==> config.mk <==
export PLATFORM = sky130hd
export DESIGN_NAME = uart_tx_queue
export DESIGN_NICKNAME = d
export VERILOG_FILES = /design/src/rtl/uart_tx_queue.sv
export SDC_FILE = /design/constraint.sdc
export NUM_CORES = 1
export LEC_CHECK = 0
export CAP_MARGIN = 20
export CELL_PAD_IN_SITES_DETAIL_PLACEMENT = 2
export CELL_PAD_IN_SITES_GLOBAL_PLACEMENT = 2
export CORE_UTILIZATION = 30
export DETAILED_ROUTE_END_ITERATION = 6
export GPL_TIMING_DRIVEN = 0
export PLACE_DENSITY_LB_ADDON = 0.1
export SLEW_MARGIN = 30
export SYNTH_ARGS = -nofsm -noshare
export SYNTH_HDL_FRONTEND = slang
export SYNTH_SLANG_ARGS = --single-unit
==> constraint.sdc <==
create_clock -name clk -period 2.4 [get_ports clk]
set_input_delay 0.36 -clock clk [delete_from_list [all_inputs] [get_ports clk]]
set_output_delay 0.36 -clock clk [all_outputs]
set_load 0.01 [all_outputs]
==> src/rtl/uart_tx_queue.sv <==
// Byte FIFO plus launch sequencer feeding a UART transmitter one frame at a time.
// Optional START watchdog is built only when TXQ_TIMEOUT_EN is defined.
module uart_tx_queue #(
  parameter int DATA_W        = 8,
  parameter int DEPTH         = 16,
  parameter int CNT_W         = 5,
  parameter int START_TIMEOUT = 64
) (
  input  logic              clk,
  input  logic              rst,
  input  logic [DATA_W-1:0] wr_data,
  input  logic              wr_valid,
  output logic              wr_ready,
  output logic [DATA_W-1:0] tx_data,
  output logic              tx_rx_start,
  input  logic              busy,
  output logic [CNT_W-1:0]  level,
  output logic              overflow,
  input  logic              clr_ovf,
  output logic              timeout
);

  localparam int AW = $clog2(DEPTH);

  typedef enum logic [1:0] {IDLE, LOAD, START, WAIT_DONE} state_t;

  state_t            state_q, state_d;
  logic [DATA_W-1:0] mem_q [DEPTH];
  logic [AW-1:0]     wr_ptr_q, wr_ptr_d;
  logic [AW-1:0]     rd_ptr_q, rd_ptr_d;
  logic [CNT_W-1:0]  level_q, level_d;
  logic [DATA_W-1:0] tx_data_q, tx_data_d;
  logic              wr_ready_q, wr_ready_d;
  logic              overflow_q, overflow_d;
  logic              start_q, start_d;
  logic              timeout_q, timeout_d;
  logic              push, pop, tmo_hit;

  assign push = wr_valid && wr_ready_q;
  assign pop  = (state_q == IDLE) && (level_q != '0);

`ifdef TXQ_TIMEOUT_EN
  localparam int TW = $clog2(START_TIMEOUT) + 1;

  logic [TW-1:0] tmo_cnt_q, tmo_cnt_d;

  assign tmo_hit = (state_q == START) && !busy && (tmo_cnt_q == TW'(START_TIMEOUT - 1));

  // Held at zero outside START, so every entry into START counts from zero.
  always_comb begin
    tmo_cnt_d = tmo_cnt_q;
    if (state_q != START) begin
      tmo_cnt_d = '0;
    end else if (!busy) begin
      tmo_cnt_d = tmo_cnt_q + TW'(1);
    end
  end

  always_ff @(posedge clk) begin
    if (rst) begin
      tmo_cnt_q <= '0;
    end else begin
      tmo_cnt_q <= tmo_cnt_d;
    end
  end
`else
  assign tmo_hit = 1'b0;
`endif

  always_comb begin
    state_d    = state_q;
    start_d    = start_q;
    tx_data_d  = tx_data_q;
    timeout_d  = 1'b0;
    wr_ptr_d   = push ? wr_ptr_q + AW'(1) : wr_ptr_q;
    rd_ptr_d   = pop  ? rd_ptr_q + AW'(1) : rd_ptr_q;
    level_d    = level_q;
    if (push && !pop) begin
      level_d = level_q + CNT_W'(1);
    end else if (!push && pop) begin
      level_d = level_q - CNT_W'(1);
    end
    wr_ready_d = (level_d != CNT_W'(DEPTH));
    overflow_d = overflow_q;
    if (wr_valid && !wr_ready_q) begin
      overflow_d = 1'b1;
    end else if (clr_ovf) begin
      overflow_d = 1'b0;
    end

    unique case (state_q)
      IDLE: begin
        if (pop) begin
          tx_data_d = mem_q[rd_ptr_q];
          state_d   = LOAD;
        end
      end
      LOAD: begin
        start_d = 1'b1;
        state_d = START;
      end
      START: begin
        if (busy) begin
          start_d = 1'b0;
          state_d = WAIT_DONE;
        end else if (tmo_hit) begin
          start_d   = 1'b0;
          timeout_d = 1'b1;
          state_d   = IDLE;
        end
      end
      WAIT_DONE: begin
        if (!busy) begin
          state_d = IDLE;
        end
      end
      default: state_d = IDLE;
    endcase
  end

  always_ff @(posedge clk) begin
    if (push) begin
      mem_q[wr_ptr_q] <= wr_data;
    end
  end

  always_ff @(posedge clk) begin
    if (rst) begin
      state_q    <= IDLE;
      wr_ptr_q   <= '0;
      rd_ptr_q   <= '0;
      level_q    <= '0;
      tx_data_q  <= '0;
      wr_ready_q <= 1'b1;
      overflow_q <= 1'b0;
      start_q    <= 1'b0;
      timeout_q  <= 1'b0;
    end else begin
      state_q    <= state_d;
      wr_ptr_q   <= wr_ptr_d;
      rd_ptr_q   <= rd_ptr_d;
      level_q    <= level_d;
      tx_data_q  <= tx_data_d;
      wr_ready_q <= wr_ready_d;
      overflow_q <= overflow_d;
      start_q    <= start_d;
      timeout_q  <= timeout_d;
    end
  end

  assign wr_ready    = wr_ready_q;
  assign tx_data     = tx_data_q;
  assign tx_rx_start = start_q;
  assign level       = level_q;
  assign overflow    = overflow_q;
  assign timeout     = timeout_q;

endmodule

==> results.json <==
{
  "ir_drop_mv": 0.567,
  "tapCellCount": 270,
  "crit_top_cell": "buf_4",
  "h-tree-depth": 4,
  "fp_nets": 391,
  "crit_chain": "buf_4, buf_4, mux4_2, mux2i_1, nor2_1, a21oi_1, a211oi_1",
  "slowest_stage": "mux4_2",
  "r2r_end": "tx_data[5]$_SDFFE_PP0P_",
  "max_freq_mhz": 446,
  "comb_area_sq_mm": 0.00183,
  "r2r_slack_ns": 0.16,
  "setup_slack_ns": 0.158,
  "ys.flops": 154,
  "place_congestion": 0.684,
  "r2r-start": "rd_ptr_q[0]$_SDFFE_PP0P_",
  "dp.cells": 664,
  "cts_max_path_buffers": 2,
  "cpLargestDelayFamily": "multiplexers",
  "lay_top_count": "edfxtp_1",
  "hold_depth": 2,
  "power_switching_share_pct": 27.5,
  "hold_path_startpoint": "rst",
  "power_w": 0.00780,
  "final_cells": 696,
  "ys_sh_aoi_pct": 3.05,
  "avgRoutedWirePerCell_microns": 21.7,
  "setup_viol": 0,
  "cp-endpoint": "tx_data[5]$_SDFFE_PP0P_",
  "finalClockPeriodUsage_pct": 93.4,
  "routed-wl-met3_microns": 358,
  "dpl.hpwl_mm": 10.4,
  "logic_gate_count": 183,
  "area_growth_pct": 21.7,
  "min_to": "tx_data[2]$_SDFFE_PP0P_",
  "status": "finished, final reports clean",
  "seq_area_frac_synth_pct": 70.0,
  "worstSetupEndpointType": "flip-flop",
  "largest_reg_flops": 128,
  "grt_pass1_wl_mm": 23.0,
  "fin_setup_tns_ns": 0,
  "antenna-diode-count": 0,
  "startpoint": "rd_ptr_q[0]$_SDFFE_PP0P_",
  "p_per_area_mw_per_mm2": 1030,
  "cts.clk_slew.worst_paths_ns": 0.06,
  "yosysChipArea_sq_mm": 0.00623,
  "topCellsByArea": "edfxtp_1 62%, mux4_2 12%, dfxtp_1 8.4%, nor2_1 2.6%, ha_1 2.2%",
  "relSlewSlack_pct": 47.3,
  "grt-ovfl-total": 0,
  "syn_avg_cell_area_sq_um": 17.0,
  "switching_power_w": 0.00214,
  "combPwrFrac_pct": 24.0,
  "edf_count": 128,
  "dp_slack_ns": -0.680,
  "use_met1_pct": 18.3,
  "regMostFlops": "mem_q",
  "nNonClkInverters": 7,
  "cp_num_cells": 7,
  "crit_required_ns": 2.67,
  "cp.arrival_ns": 2.52,
  "top_cell_area_share_pct": 61.7,
  "worstRegToRegCells": 7,
  "mux_share_pct": 14.8,
  "synth_top_cell_by_count": "edfxtp_1",
  "buffers_excl_clock": 51,
  "grt.busiest_layer": "met2",
  "drive_gt1_share_pct": 24.6,
  "postCtsHoldBufs": 0,
  "slew_viol_final": 0,
  "power_top_consumer": "sequential cells",
  "synthArstFlopShare_pct": 0,
  "chipWidth_microns": 146,
  "flop-count": 154,
  "tritoncts": "done",
  "warnings": 34,
  "topCombFamilyByArea": "multiplexers",
  "wl_met1_mm": 6.57,
  "place_area_sq_mm": 0.00687,
  "layout_min_cycle_time_ns": 2.24,
  "worst-path-buf-inv": 2,
  "adder_share_pct": 2.21,
  "start_kind": "flip-flop",
  "hold_violations": 0,
  "fp.dieH_microns": 146,
  "antenna_left": 0,
  "synth_cell_types": 34,
  "synth-cells-yosys": 367,
  "combinationalPower_w": 0.00187,
  "simple_gate_share_pct": 5.92,
  "synthesis.area_sq_mm": 0.00623,
  "synth-main-ff-cell": "edfxtp_1",
  "most-common-layout-cells": "128 x edfxtp_1, 32 x mux4_2, 31 x nor2_1",
  "ioPinCount": 30,
  "clk_share_pct": 7.96,
  "nets": 438,
  "highest_layer": "met4",
  "yosysWarnings": 0,
  "drv_cap": 0,
  "fillers": 2022,
  "rsz0062_at_grt": "false",
  "nonClkBufAreaFrac_pct": 5.67,
  "cts_setup_buffers": 0,
  "totalWireLength_mm": 15.1,
  "cts_sinks": 154,
  "cp_max_fo": 10,
  "comb_area_share_pct": 24.1,
  "vias": 3291,
  "routed_via_density": 4.73,
  "gr-usage-all-layers_pct": 15.1,
  "tightestPinTransition_ns": 0.791,
  "wl_met2_mm": 7.94,
  "grt_pass1_vias": 3738,
  "setup.worst_path.class": "flip-flop to flip-flop",
  "grt_max_degree": 17,
  "hold_path.class": "input pin to flip-flop",
  "antenna_found_initial": 0,
  "dieArea_sq_mm": 0.0214,
  "root_buffer": "clkbuf_16",
  "top_area_cell": "edfxtp_1",
  "grt_use_met3_pct": 3.13,
  "syn_inst": 367,
  "holdWs_ns": 0.345,
  "io_buffers": 27,
  "fp_util_pct": 30.7,
  "critPathMaxStageDelay_ns": 0.54,
  "common_cells": "128 x edfxtp_1, 43 x nor2_1, 32 x mux4_2, 26 x dfxtp_1, 13 x a21oi_1",
  "drcViolationCount": 0,
  "xor_share_pct": 1.41,
  "p_seq_share_pct": 40.3,
  "leakage_nw": 2.39,
  "drt_iter0_markers": 142,
  "largest_class": "registers"
}
==> images/cell_classes.png <==
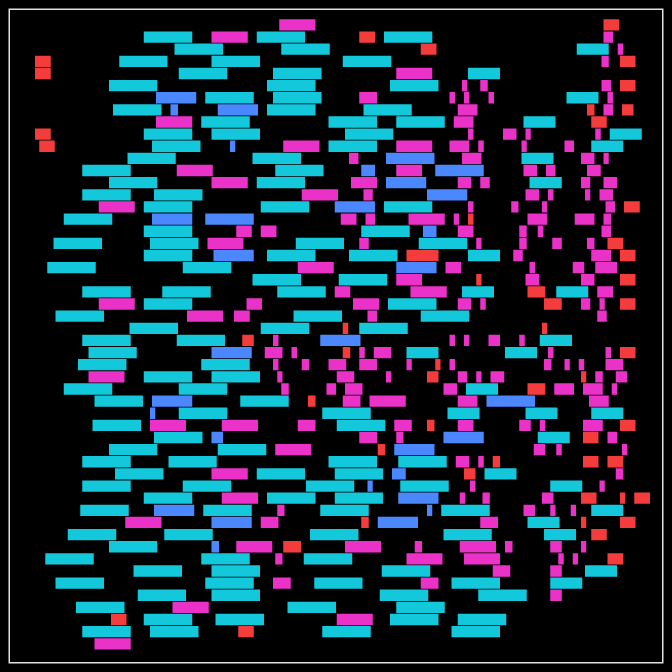
[flip-flops] cyan | cells: 154 | share of their area: 60%
[other buffers and delay cells] red | cells: 51 | share of their area: 5.9%
[all other logic] magenta | cells: 190 | share of their area: 26%
[clock drivers and dummy loads] blue | cells: 31 | share of their area: 8.3%
Post-Layout Inst Area: 0.00759 sq mm
fraction of area in registers: 57.5%
row count: 52
Core ar.: 0.0203 sq mm
post-route core utilization: 37.4%

==> images/clock_map.png <==
Scale bar: 50 microns.
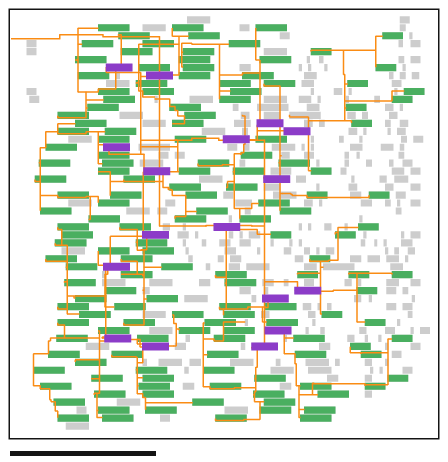
[flip-flops] green | count: 154
[clock wires] orange | length: 2,010 microns
[cells driving clock nets] purple | count: 17
routed clock nets: 18
flops lie: spread over the die
Clk pwr share: 35.7%
clk_lat worst skew: 0.42 ns
Clock group: 0.00279 W
clk_skew: 0.00945 ns

==> images/registers.png <==
Other sequential cells in the stronger gray, the rest of the logic in the fainter gray.
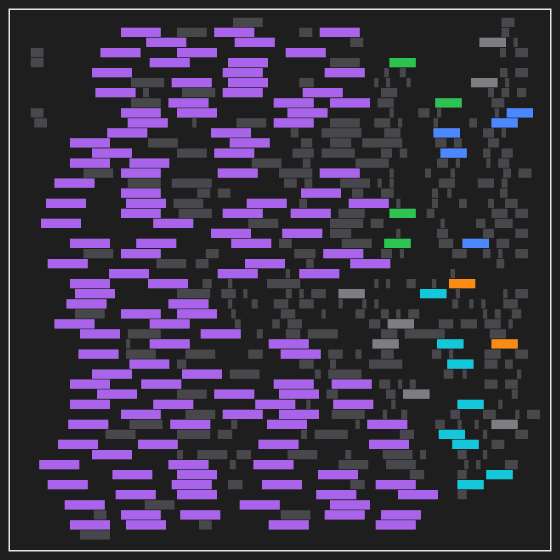
[state_q] orange | sequential cells: 2
[wr_ptr_q] green | sequential cells: 4
[tx_data] cyan | sequential cells: 8 | where: bottom right
[level] blue | sequential cells: 5 | where: top right
[mem_q] purple | sequential cells: 128
seq pwr: 0.00314 W
register area: 0.00436 sq mm

==> images/final_clocks.png <==
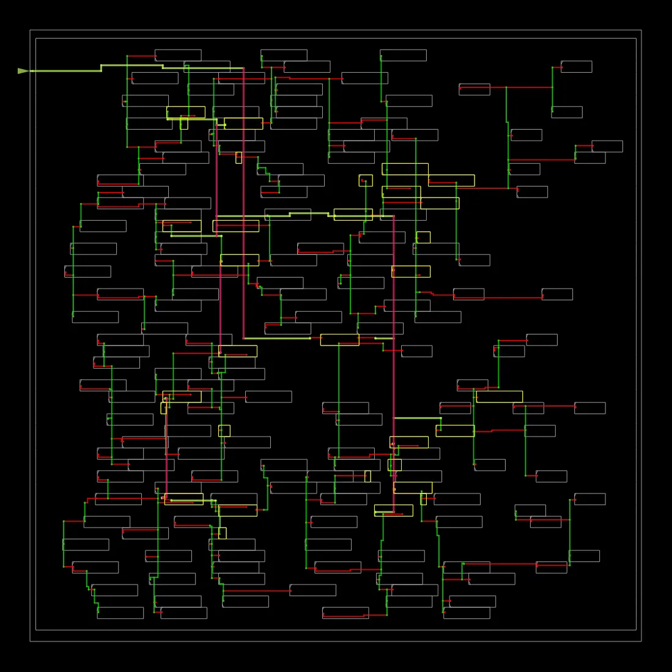
total CTS buffers: 17
clk_buf instances: 18

No activity file was given, so power comes from the tool's default toggle rates.
